===== src/rtl/ps_pkg.sv =====
// Shared constants and state encoding for the serializer-lane scheduler.
package ps_pkg;
    localparam logic [7:0] COMMA_K28_5 = 8'hBC;
    localparam int         WORD_BITS   = 8;
    localparam int         BIT_CNT_W   = 3;

    typedef enum logic {TRAIN, ACTIVE} sched_state_t;
endpackage


===== src/rtl/ps_tx_scheduler_rr_arbiter.sv =====
// Combinational round-robin arbiter: first valid request at or above ptr, wrapping.
module rr_arbiter #(
    parameter int NUM_REQ = 2
) (
    input  logic [NUM_REQ-1:0] req,
    input  logic [1:0]         ptr,
    output logic [NUM_REQ-1:0] grant,
    output logic [1:0]         grant_idx,
    output logic               any
);
    localparam int unsigned N  = NUM_REQ;
    localparam int          IW = (NUM_REQ > 1) ? $clog2(NUM_REQ) : 1;

    int unsigned idx;

    always_comb begin
        grant     = '0;
        grant_idx = '0;
        any       = 1'b0;
        idx       = 0;
        for (int unsigned k = 0; k < N; k++) begin
            idx = (32'(ptr) + k) % N;
            if (!any && req[IW'(idx)]) begin
                any            = 1'b1;
                grant[IW'(idx)] = 1'b1;
                grant_idx      = 2'(idx);
            end
        end
    end
endmodule


===== src/rtl/ps_tx_scheduler.sv =====
// Round-robin scheduler feeding one serializer lane in 8-bit-clock word slots.
// Optional skip words every SKIP_INTERVAL data words when PS_SCHED_SKIP_EN is defined.
module ps_tx_scheduler
    import ps_pkg::*;
#(
    parameter int          NUM_REQ     = 2,
    parameter int          TRAIN_WORDS = 4,
`ifdef PS_SCHED_SKIP_EN
    parameter int          SKIP_INTERVAL = 3,
`endif
    parameter logic [7:0]  COMMA       = COMMA_K28_5
) (
    input  logic                           clk,
    input  logic                           reset,
    input  logic [NUM_REQ-1:0]             req_valid,
    input  logic [WORD_BITS*NUM_REQ-1:0]   req_data,
    output logic [NUM_REQ-1:0]             req_ready,
    output logic                           ser_valid,
    output logic [7:0]                     ser_data_8b,
    output logic                           ser_load,
    output logic                           link_active,
    output logic [1:0]                     grant_id
);
    localparam int TRAIN_W = (TRAIN_WORDS > 1) ? $clog2(TRAIN_WORDS) : 1;

    sched_state_t         state, state_next;
    logic [BIT_CNT_W-1:0] bit_cnt;
    logic [TRAIN_W-1:0]   train_cnt;
    logic [1:0]           rr_ptr;
    logic [NUM_REQ-1:0]   grant;
    logic [1:0]           grant_idx;
    logic                 any;
    logic                 boundary, train_last, arb_en, take;
    logic [7:0]           win_data;
    logic [1:0]           ptr_next;
`ifdef PS_SCHED_SKIP_EN
    logic [1:0]           data_cnt;
    logic                 skip_now;
    assign skip_now = (data_cnt == 2'(SKIP_INTERVAL));
`endif

    assign boundary   = (bit_cnt == '1);
    assign train_last = (train_cnt == TRAIN_W'(TRAIN_WORDS - 1));

    rr_arbiter #(.NUM_REQ(NUM_REQ)) u_arb (
        .req       (req_valid),
        .ptr       (rr_ptr),
        .grant     (grant),
        .grant_idx (grant_idx),
        .any       (any)
    );

    // The final training boundary already arbitrates so data can start in word TRAIN_WORDS.
    always_comb begin
        state_next = state;
        arb_en     = 1'b0;
        if (boundary) begin
            case (state)
                TRAIN: if (train_last) begin
                    state_next = ACTIVE;
                    arb_en     = 1'b1;
                end
                ACTIVE: arb_en = 1'b1;
                default: state_next = TRAIN;
            endcase
        end
`ifdef PS_SCHED_SKIP_EN
        if (skip_now) arb_en = 1'b0;
`endif
        req_ready = arb_en ? grant : '0;
        take      = arb_en & any;
    end

    always_comb begin
        win_data = COMMA;
        for (int unsigned i = 0; i < NUM_REQ; i++) begin
            if (grant_idx == 2'(i)) win_data = req_data[i*WORD_BITS +: WORD_BITS];
        end
        ptr_next = (grant_idx == 2'(NUM_REQ - 1)) ? 2'd0 : grant_idx + 2'd1;
    end

    always_ff @(posedge clk or posedge reset) begin
        if (reset) begin
            state       <= TRAIN;
            bit_cnt     <= '0;
            train_cnt   <= '0;
            rr_ptr      <= '0;
            ser_data_8b <= COMMA;
            ser_valid   <= 1'b0;
            ser_load    <= 1'b0;
            link_active <= 1'b0;
            grant_id    <= '0;
`ifdef PS_SCHED_SKIP_EN
            data_cnt    <= '0;
`endif
        end else begin
            bit_cnt  <= bit_cnt + 1'b1;
            ser_load <= boundary;
            state    <= state_next;
            if (boundary) begin
                link_active <= (state_next == ACTIVE);
                if (state == TRAIN) train_cnt <= train_cnt + 1'b1;
                if (take) begin
                    ser_data_8b <= win_data;
                    ser_valid   <= 1'b1;
                    grant_id    <= grant_idx;
                    rr_ptr      <= ptr_next;
`ifdef PS_SCHED_SKIP_EN
                    data_cnt    <= data_cnt + 2'd1;
`endif
                end else begin
                    ser_data_8b <= COMMA;
                    ser_valid   <= 1'b0;
                    grant_id    <= '0;
`ifdef PS_SCHED_SKIP_EN
                    if (skip_now) data_cnt <= '0;
`endif
                end
            end
        end
    end
endmodule


===== config.mk =====
export PLATFORM = sky130hd
export DESIGN_NAME = ps_tx_scheduler
export DESIGN_NICKNAME = d
export VERILOG_FILES = /design/src/rtl/ps_pkg.sv /design/src/rtl/ps_tx_scheduler_rr_arbiter.sv /design/src/rtl/ps_tx_scheduler.sv
export SDC_FILE = /design/constraint.sdc
export NUM_CORES = 1
export LEC_CHECK = 0
export CORE_MARGIN = 2
export CORE_UTILIZATION = 35
export DETAILED_ROUTE_END_ITERATION = 10
export GPL_TIMING_DRIVEN = 0
export PLACE_DENSITY = 0.7
export SLEW_MARGIN = 5
export SYNTH_ARGS = -nofsm -noshare
export SYNTH_HDL_FRONTEND = slang
export SYNTH_HIERARCHICAL = 1
export SYNTH_SLANG_ARGS = --single-unit

===== constraint.sdc =====
create_clock -name clk -period 1.45 [get_ports clk]
set_input_delay 0.29 -clock clk [delete_from_list [all_inputs] [get_ports clk]]
set_output_delay 0.29 -clock clk [all_outputs]
set_load 0.01 [all_outputs]

### Power grid

Bar = 20 µm. Pins as bars on the die edge. Tap cells in gray.
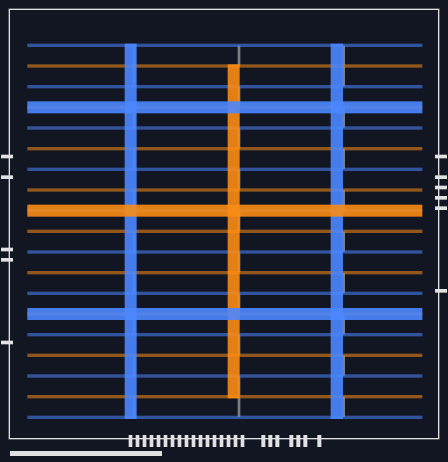
legend:
  VSS:
    color: blue
  VDD:
    color: orange
met4 straps: 3
met5 straps: 3

### Placed cells, one color a class

Bar = 20 µm.
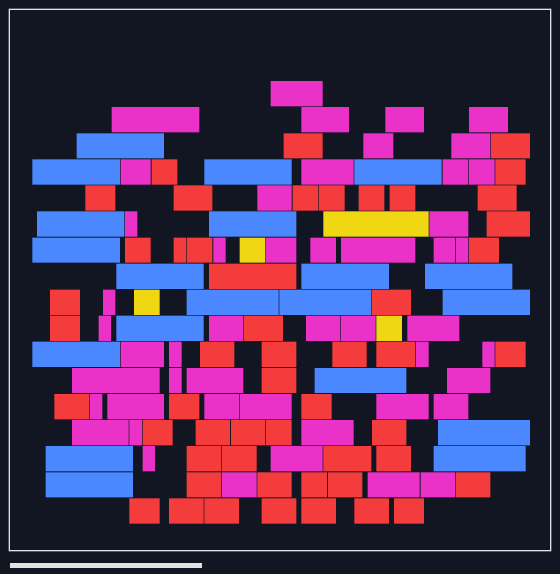
legend:
  clock drivers and dummy loads:
    color: yellow
    cells: 4
  flops:
    color: blue
    cells: 20
  combinational and other logic:
    color: magenta
    cells: 48
  other buffers and delay cells:
    color: red
    cells: 51

==> impl_metrics.json <==
{
  "status": "finished, violations left",
  "violations": "setup timing",
  "critPathCapture": "req_ready[1]",
  "worstSetupPathDepth": 4,
  "nonClkBufAreaFrac": 0.311,
  "die_w_um": 56.3,
  "pwr-share-clk": 0.360,
  "cp.required_ps": 1160,
  "worst_slack_ps": -245,
  "grt_pass1_wl_mm": 4.09,
  "powerClk_w": 0.000453,
  "r2r_start": "bit_cnt[0]",
  "drc_errors": 0,
  "nWellTaps": 30,
  "clock_buffers": 3,
  "core-area_um2": 2540,
  "num-multi-input-gates": 37,
  "h-tree-depth": 1,
  "hold_path.class": "in -> async",
  "viasPerCell": 4.92,
  "combGateArea_um2": 463,
  "powerDensity_nw_per_um2": 786,
  "setup_viol": 13,
  "clockBufferDepth": 2,
  "cts.sinks": 20,
  "whs_ps": 398,
  "clock.fmax_mhz": 590,
  "relSlewSlack": 0.508,
  "startpoint": "train_cnt[0]",
  "r2r-end": "ser_data_8b[5]",
  "cts_buffers": 3,
  "critical-path-max-stage-delay_ps": 400
}
-- metrics by stage --
stage | power [W] | setup TNS, ps | instances | setup WS, ps | cell area (µm²)
after floorplan | 0.000701 | 0 | 74 | 13.1 | 958
after global placement | 0.000803 | -4340 | 138 | -476 | 1340
after detailed placement | 0.000807 | -5050 | 138 | -522 | 1340
after CTS | 0.00126 | -3060 | 154 | -284 | 1580
after global routing | 0.00132 | -1880 | 153 | -314 | 1600
final | 0.00126 | -991 | 153 | -245 | 1600
-- registers in the layout, summed over array words and instances (netlist names) --
signal / cells
ser_load: 1
state: 1
rr_ptr: 1
ser_data_8b: 8
ser_valid: 1
grant_id: 2
train_cnt: 2
link_active: 1
bit_cnt: 3
Power and IR drop assume default switching activity.
